`src/rtl/singlecycle_pkg.sv`:
```
// Shared types for the single-cycle RV32I core: LSU FSM states and
// load/store size encodings taken straight from inst[14:12].
package singlecycle_pkg;

   typedef enum logic [1:0] {
      IDLE = 2'd0,
      REQ  = 2'd1,
      DONE = 2'd2
   } LsuState_e;

   typedef enum logic [2:0] {
      LS_B  = 3'b000,
      LS_H  = 3'b001,
      LS_W  = 3'b010,
      LS_BU = 3'b100,
      LS_HU = 3'b101
   } LsuSize_e;

endpackage

```
`src/rtl/lsu_align.sv`:
```
// Byte-lane steering for the LSU: write strobes, replicated store data,
// extended load data and misalignment detection. Purely combinational.
module lsu_align
   import singlecycle_pkg::*;
(
   input  logic [2:0]  funct3,
   input  logic [1:0]  addr_lo,
   input  logic [31:0] st_data,
   input  logic [31:0] rdata,
   output logic [3:0]  be,
   output logic [31:0] wdata,
   output logic [31:0] ld_data,
   output logic        misaligned
);

   logic [31:0] shifted_s;
   logic [7:0]  byte_s;
   logic [15:0] half_s;

   assign shifted_s = rdata >> {addr_lo, 3'b000};
   assign byte_s    = shifted_s[7:0];
   assign half_s    = addr_lo[1] ? rdata[31:16] : rdata[15:0];

   // Size decode; unused encodings (011, 11x) fall through to word
   always_comb begin
      be         = 4'b1111;
      wdata      = st_data;
      ld_data    = rdata;
      misaligned = (addr_lo != 2'b00);
      case (funct3)
         LS_B, LS_BU: begin
            be         = 4'b0001 << addr_lo;
            wdata      = {4{st_data[7:0]}};
            misaligned = 1'b0;
            if (funct3[2]) begin
               ld_data = {24'd0, byte_s};
            end else begin
               ld_data = {{24{byte_s[7]}}, byte_s};
            end
         end
         LS_H, LS_HU: begin
            be         = 4'b0011 << {addr_lo[1], 1'b0};
            wdata      = {2{st_data[15:0]}};
            misaligned = addr_lo[0];
            if (funct3[2]) begin
               ld_data = {16'd0, half_s};
            end else begin
               ld_data = {{16{half_s[15]}}, half_s};
            end
         end
         default: begin
            be         = 4'b1111;
            wdata      = st_data;
            ld_data    = rdata;
            misaligned = (addr_lo != 2'b00);
         end
      endcase
   end

endmodule

```
`src/rtl/lsu.sv`:
```
// Load/store unit: turns one lsu_VALID request into a single word-aligned
// access on a variable-latency bus, with misalignment trap and bus timeout.
module lsu
   import singlecycle_pkg::*;
#(
   parameter int unsigned TIMEOUT_CYC = 32'd255
)
(
   input  logic        i_clk,
   input  logic        i_rst,
   input  logic        lsu_VALID,
   output logic        lsu_READY,
   input  logic        i_st_mem,
   input  logic [2:0]  i_funct3,
   input  logic [31:0] i_addr,
   input  logic [31:0] i_st_data,
   output logic [31:0] o_ld_data,
   output logic        o_misaligned,
   output logic        o_bus_err,
   output logic        o_mem_req,
   output logic        o_mem_we,
   output logic [31:0] o_mem_addr,
   output logic [3:0]  o_mem_be,
   output logic [31:0] o_mem_wdata,
   input  logic        i_mem_ack,
   input  logic [31:0] i_mem_rdata
);

   localparam int unsigned     CNT_W    = (TIMEOUT_CYC > 32'd1) ? $clog2(TIMEOUT_CYC) : 32'd1;
   localparam logic [CNT_W-1:0] CNT_LAST = CNT_W'(TIMEOUT_CYC - 32'd1);

   LsuState_e        state_r, next_state_s;
   logic [CNT_W-1:0] cnt_r;
   logic [1:0]       addr_lo_r;
   logic [2:0]       funct3_r;
   logic             st_r;
   logic [31:0]      st_data_r;
   logic             mem_req_r, mem_we_r;
   logic [31:0]      mem_addr_r, mem_wdata_r, ld_data_r;
   logic [3:0]       mem_be_r;
   logic             misaligned_r, bus_err_r;

   logic             launch_s, trap_s, ack_done_s, timeout_s;
   logic [2:0]       al_funct3_s;
   logic [1:0]       al_addr_lo_s;
   logic [31:0]      al_st_data_s, al_wdata_s, al_ld_data_s;
   logic [3:0]       al_be_s;
   logic             al_mis_s;

   // In IDLE the aligner looks at the live request; afterwards at the captured one
   assign al_funct3_s  = (state_r == IDLE) ? i_funct3       : funct3_r;
   assign al_addr_lo_s = (state_r == IDLE) ? i_addr[1:0]    : addr_lo_r;
   assign al_st_data_s = (state_r == IDLE) ? i_st_data      : st_data_r;

   lsu_align u_align (
      .funct3     (al_funct3_s),
      .addr_lo    (al_addr_lo_s),
      .st_data    (al_st_data_s),
      .rdata      (i_mem_rdata),
      .be         (al_be_s),
      .wdata      (al_wdata_s),
      .ld_data    (al_ld_data_s),
      .misaligned (al_mis_s)
   );

   // Next-state decode and transition qualifiers
   always_comb begin
      next_state_s = state_r;
      launch_s     = 1'b0;
      trap_s       = 1'b0;
      ack_done_s   = 1'b0;
      timeout_s    = 1'b0;
      case (state_r)
         IDLE: begin
            if (lsu_VALID) begin
               if (al_mis_s) begin
                  next_state_s = DONE;
                  trap_s       = 1'b1;
               end else begin
                  next_state_s = REQ;
                  launch_s     = 1'b1;
               end
            end else begin
               next_state_s = IDLE;
            end
         end
         REQ: begin
            if (i_mem_ack) begin
               next_state_s = DONE;
               ack_done_s   = 1'b1;
            end else if (cnt_r == CNT_LAST) begin
               next_state_s = DONE;
               timeout_s    = 1'b1;
            end else begin
               next_state_s = REQ;
            end
         end
         DONE:    next_state_s = IDLE;
         default: next_state_s = IDLE;
      endcase
   end

   // State, counter, captured request, bus outputs and result registers
   always_ff @(posedge i_clk) begin
      if (i_rst) begin
         state_r      <= IDLE;
         cnt_r        <= {CNT_W{1'b0}};
         addr_lo_r    <= 2'b00;
         funct3_r     <= 3'b000;
         st_r         <= 1'b0;
         st_data_r    <= 32'd0;
         mem_req_r    <= 1'b0;
         mem_we_r     <= 1'b0;
         mem_addr_r   <= 32'd0;
         mem_be_r     <= 4'b0000;
         mem_wdata_r  <= 32'd0;
         ld_data_r    <= 32'd0;
         misaligned_r <= 1'b0;
         bus_err_r    <= 1'b0;
      end else begin
         state_r <= next_state_s;
         if ((state_r == REQ) && (next_state_s == REQ)) begin
            cnt_r <= cnt_r + CNT_W'(1);
         end else begin
            cnt_r <= {CNT_W{1'b0}};
         end
         if ((state_r == IDLE) && lsu_VALID) begin
            addr_lo_r <= i_addr[1:0];
            funct3_r  <= i_funct3;
            st_r      <= i_st_mem;
            st_data_r <= i_st_data;
         end
         if (launch_s) begin
            mem_req_r   <= 1'b1;
            mem_we_r    <= i_st_mem;
            mem_addr_r  <= {i_addr[31:2], 2'b00};
            mem_be_r    <= al_be_s;
            mem_wdata_r <= al_wdata_s;
         end else if ((state_r == REQ) && (next_state_s != REQ)) begin
            mem_req_r   <= 1'b0;
            mem_we_r    <= 1'b0;
            mem_addr_r  <= 32'd0;
            mem_be_r    <= 4'b0000;
            mem_wdata_r <= 32'd0;
         end
         // Result flags live only for the DONE cycle
         misaligned_r <= trap_s;
         bus_err_r    <= timeout_s;
         ld_data_r    <= (ack_done_s && !st_r) ? al_ld_data_s : 32'd0;
      end
   end

   assign lsu_READY    = (state_r == DONE);
   assign o_ld_data    = ld_data_r;
   assign o_misaligned = misaligned_r;
   assign o_bus_err    = bus_err_r;
   assign o_mem_req    = mem_req_r;
   assign o_mem_we     = mem_we_r;
   assign o_mem_addr   = mem_addr_r;
   assign o_mem_be     = mem_be_r;
   assign o_mem_wdata  = mem_wdata_r;

endmodule

```
`config.mk`:
```
export PLATFORM = sky130hd
export DESIGN_NAME = lsu
export DESIGN_NICKNAME = d
export VERILOG_FILES = /design/src/rtl/singlecycle_pkg.sv /design/src/rtl/lsu_align.sv /design/src/rtl/lsu.sv
export SDC_FILE = /design/constraint.sdc
export NUM_CORES = 1
export LEC_CHECK = 0
export CORE_MARGIN = 5
export CORE_UTILIZATION = 45
export CTS_CLUSTER_SIZE = 16
export DETAILED_ROUTE_END_ITERATION = 10
export HOLD_SLACK_MARGIN = 0.03
export PLACE_DENSITY = 0.84
export SYNTH_ARGS = -nofsm -noshare
export SYNTH_HDL_FRONTEND = slang
export SYNTH_SLANG_ARGS = --single-unit
export TNS_END_PERCENT = 5
```
`constraint.sdc`:
```
create_clock -name i_clk -period 2.4 [get_ports i_clk]
set_input_delay 0.48 -clock i_clk [delete_from_list [all_inputs] [get_ports i_clk]]
set_output_delay 0.48 -clock i_clk [all_outputs]
set_load 0.1 [all_outputs]
```
==> images/floorplan.png <==
Scale bar: 20 um. Pins as bars on the die edge. Tap cells in gray.
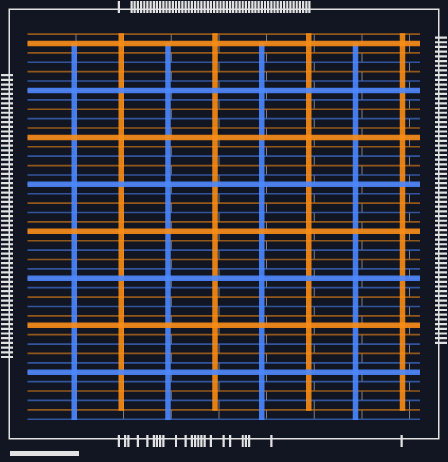
Orange stands for VDD. Blue stands for VSS.
8 straps on met4. 8 straps on met5. The core has 41 rows. 172 tap cells.
worst ir drop on vdd: 0.732 mV
horizontal extent of the die: 124 um
Core Region: 12,700 sq um

==> images/class_map.png <==
Scale bar: 20 um.
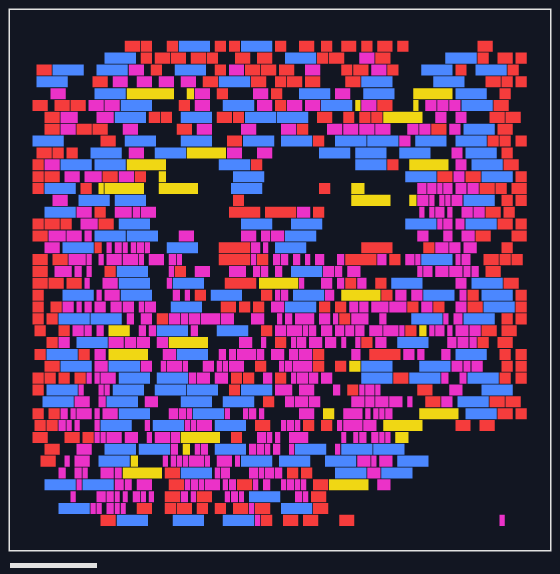
Red stands for remaining buffers and delay cells, cells 248, share of their area 27%. Magenta stands for remaining logic cells, cells 414, share of their area 33%. Blue stands for registers, cells 142, share of their area 34%. Yellow stands for clock drivers and dummy loads, cells 32, share of their area 6.5%.
number of rows created at floorplan: 41
end-of-flow core utilization: 67.3%
sequential share of cell area: 33.3%
post-route cell area: 8530 sq um

==> images/clock_wires.png <==
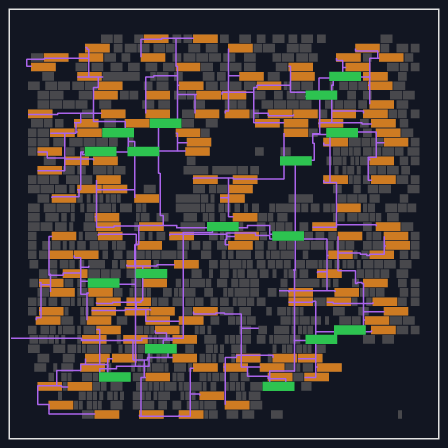
Orange stands for flip-flops, count 142. Purple stands for clock wires, length 1,730 um. Green stands for clock-net drivers, count 17.
Position of the flops: spread over the die.
insertion delay at the late pin of the worst-skew pair: 0.42 ns
power drawn by the clock network: 2.44 mW
Clock power frac: 29.6%

==> images/layers.png <==
Scale bar: 20 um. Only two layers are drawn.
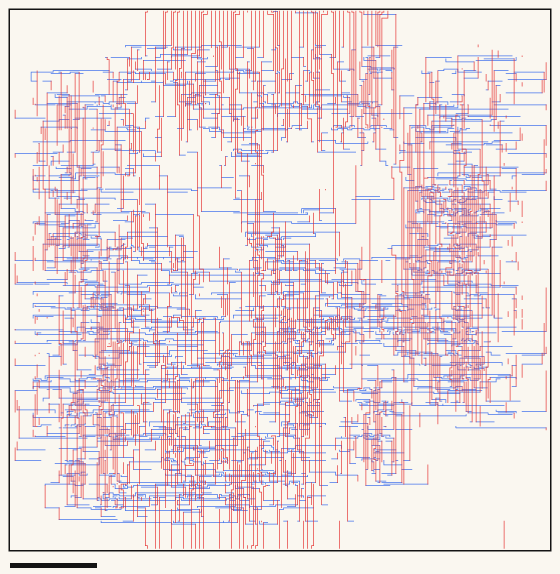
Blue stands for M1, wire length 7,200 um. Red stands for M2, wire length 9,150 um.
total number of vias: 5,741
GRT Resource Usage Total: 23.9%

==> Table 3: Implementation characteristics <==
Table: implementation figures

Parameter                              Value

Routing
  Via-to-Cell Ratio .................. approximately 5.7
  Total Routed Length .................. ~19 mm
  Length of routed met2 wiring .................. approximately 9.2 mm
  First-pass detailed-route iteration total .................. 8
  M1 WL .................. just over 7 mm
  Antenna-violating nets left .................. 0
  Detailed router's first-iteration violation count .................. between 500 and 600

Clocking
  Setup bufs post-CTS .................. 0
  Level count of the clock H-tree .................. 4
  CTS resizes .................. 0
  Clock tree from TritonCTS .................. yes
  Maximum buffer depth of the clock tree .................. 2
  Sink count of the clock tree .................. around 140
  Cell at the root of the clock tree .................. sky130_fd_sc_hd__clkbuf_16
  Post-CTS Hold Buffers .................. 0
  Clock transition at the register clock pins on the worst setup and hold paths after CTS .................. 0.06 ns
  Number of clock buffers inserted by TritonCTS .................. 17

Placement
  DP Wirelength .................. 13.8 mm
  Worst slack, placed .................. -0.283 ns

Global route
  Number of global-route vias before repair .................. about 5,700
  GR met1 Demand/Resource .................. 28.3%
  Gr ovfl total .................. 0
  Number of antenna violations at the first check in global routing .................. 0
  Global-route wire length before repair .................. roughly 29 mm
  Fraction of met3 tracks used by global routing .................. between 6 and 7%
  Grt met2 use .................. roughly two fifths
  Maximum number of pins on one net before global-route repair .................. 42

Final layout
  Post-layout net count .................. around 930
  Fraction of final layout cells with drive strength greater than 1 .................. about a quarter
  Non-filler cells in the finished layout .................. 1,008
  Most common library cell in the layout ignoring fill and taps .................. sky130_fd_sc_hd__dfxtp_1
  Total inserted antenna cells .................. 0

Logic synthesis
  Area leader share .................. slightly below 50%
  Mapped cell area .................. 5840 sq um
  Most area-hungry cell type in the Yosys netlist .................. sky130_fd_sc_hd__dfxtp_1
  Count of library flops with an enable pin .................. 0
  Post-synthesis cell count from yosys .................. between 600 and 700
  Sequential share of the synthesized area .................. between 40 and 50%
  Number of warnings reported in the yosys synthesis log .................. 0
  Synthesized area divided by synthesized cell count .................. 9.61 sq um
  Instance count of the mapped netlist .................. 608
  Number of different library cells in the post-synthesis netlist .................. around 61
  Flops out of synthesis .................. between 100 and 150
  Main area contributors .................. sky130_fd_sc_hd__dfxtp_1, sky130_fd_sc_hd__a32o_1, sky130_fd_sc_hd__nand2_1, sky130_fd_sc_hd__a21o_1, sky130_fd_sc_hd__a21oi_1
  Area figure in the yosys stat output .................. roughly 5800 sq um

Worst hold path
  Hold Path Depth .................. 2
  Startpoint of the most critical hold path .................. i_rst

Status
  Run status .................. finished, final reports clean

Worst setup path
  Reg2Reg Capture Point .................. o_ld_data[21]
  Worst path bufs/invs .................. 1
  Slowest cell on the critical path .................. sky130_fd_sc_hd__dfxtp_1
  Critical path arrival .................. 2.58 ns
  Crit. End Element .................. register
  Crit Path Category .................. reg2reg
  Maximum single-stage delay on the critical path .................. 0.68 ns
  R2R Setup Slk .................. 0.13 ns
  Maximum fanout count along the critical path .................. 16
  CP required .................. roughly 2.7 ns
  Cell count of the worst reg-to-reg path .................. 6
  Dominant delay contributor by cell family on the critical path .................. AND-OR/OR-AND gates

Timing
  Clock skew .................. around 0.0067 ns
  Setup Viol. Count Final .................. 0
  Hold violation total from the final report .................. 0
  Final period demand of the worst path .................. ~2.3 ns
  Unrepaired setup endpoints after global routing .................. no
  Highest clock rate .................. 440 MHz
  Final Max-Slew Violation Tally .................. 0
  Period utilisation layout .................. ~95%
  Tightest Pin Transition .................. 0.585 ns
  Worst relative slew slack .................. 60.9%
  Post-Route Setup TNS .................. 0 ns
  Worst setup slack after layout .................. 0.128 ns

Die
  Floorplan core density .................. 46.1%
  Num ports .................. 209

Job
  Max-cap check violation count .................. 0
  Count of tool warnings .................. 27

Power
  Cell Pwr Density .................. around 970 nW/um^2
  Pleak .................. about 3.7 nW
==> Yosys cell counts (2+ instances only) <==
cell                       instances
sky130_fd_sc_hd__xnor2_1           2
sky130_fd_sc_hd__nor3_1           20
sky130_fd_sc_hd__o221ai_1          7
sky130_fd_sc_hd__and2_1            2
sky130_fd_sc_hd__or4_1             2
sky130_fd_sc_hd__o22ai_1           8
sky130_fd_sc_hd__xor2_1            4
sky130_fd_sc_hd__buf_6            11
sky130_fd_sc_hd__inv_1            13
sky130_fd_sc_hd__or2_1             2
sky130_fd_sc_hd__o21ai_0           8
sky130_fd_sc_hd__nand3_1           5
sky130_fd_sc_hd__a21o_1           24
sky130_fd_sc_hd__clkbuf_1         27
sky130_fd_sc_hd__o21ai_1           3
sky130_fd_sc_hd__buf_2            11
sky130_fd_sc_hd__nor2_1           16
sky130_fd_sc_hd__dfxtp_1         142
sky130_fd_sc_hd__nor3b_1           4
sky130_fd_sc_hd__a21oi_1          35
sky130_fd_sc_hd__o21a_1            3
sky130_fd_sc_hd__o21ai_2           2
sky130_fd_sc_hd__mux2_2            9
sky130_fd_sc_hd__nand2_1          94
sky130_fd_sc_hd__nand2b_1          3
sky130_fd_sc_hd__a22oi_1          15
sky130_fd_sc_hd__mux2i_1          17
sky130_fd_sc_hd__a32o_1           48
sky130_fd_sc_hd__ha_1              2
sky130_fd_sc_hd__and3_1            9
sky130_fd_sc_hd__a211oi_1          7
sky130_fd_sc_hd__nor2_2            3
sky130_fd_sc_hd__buf_4             3
sky130_fd_sc_hd__a22o_1           11
sky130_fd_sc_hd__a31oi_1          10
==> registers in the layout, summed over array words and instances (netlist names), 2 cells and up <==
name	cells
o_ld_data	32
o_mem_wdata	32
o_mem_addr	30
st_data_r	24
cnt_r	8
o_mem_be	4
funct3_r	3
addr_lo_r	2
state_r	2
==> final cells by class <==
type,count,area [sq um]
Multi-Input combinational cell,401,2670
Timing Repair Buffer,248,2210
Inverter,13,48.8
Sequential cell,142,2840
Tap cell,172,215
Fill cell,967,4140
Clock buffer,21,450
Clock inverter,11,92.6
==> metrics by stage <==
stage	utilization, %	area, sq um	hold slack (ns)	power, mW
finish	67.3	8530	0.352	8.24
global route	67.3	8530	0.351	8.54
CTS	67.3	8530	0.336	8.26
detailed placement	63.0	7990	0.443	5.83
global placement	63.0	7990	0.441	5.77
floorplan	-	5840	0.430	4.95
==> power by group <==
part / switching, mW / internal, mW
Combinational: 2.15 / 0.902
Clock: 0.994 / 1.44
Sequential: 0.162 / 2.59
==> worst max-delay path by stage <==
stage | slack (ns) | cells after the start | endpoint
6_report | 0.13 | 6 | o_ld_data[21]
3_3_place_gp | -0.20 | 7 | o_ld_data[27]
4_1_cts | 0.14 | 6 | o_mem_wdata[25]
5_1_grt | 0.005 | 6 | o_mem_wdata[31]
3_5_place_dp | -0.28 | 6 | o_mem_wdata[25]
2_1_floorplan | 0.22 | 7 | o_ld_data[21]
==> logic make-up after synthesis <==
family          Yosys count  share of synthesized area [%]
fa+ha+maj                 2                          0.428
other cells               1                         0.0642
xor+xnor                  6                          0.900
mux                      26                           4.65
compound gates          194                           25.6
simple gates            171                           13.6
buf+inv                  66                           6.08
flops                   142                           48.7
Power is estimated from default activity; no workload was simulated.
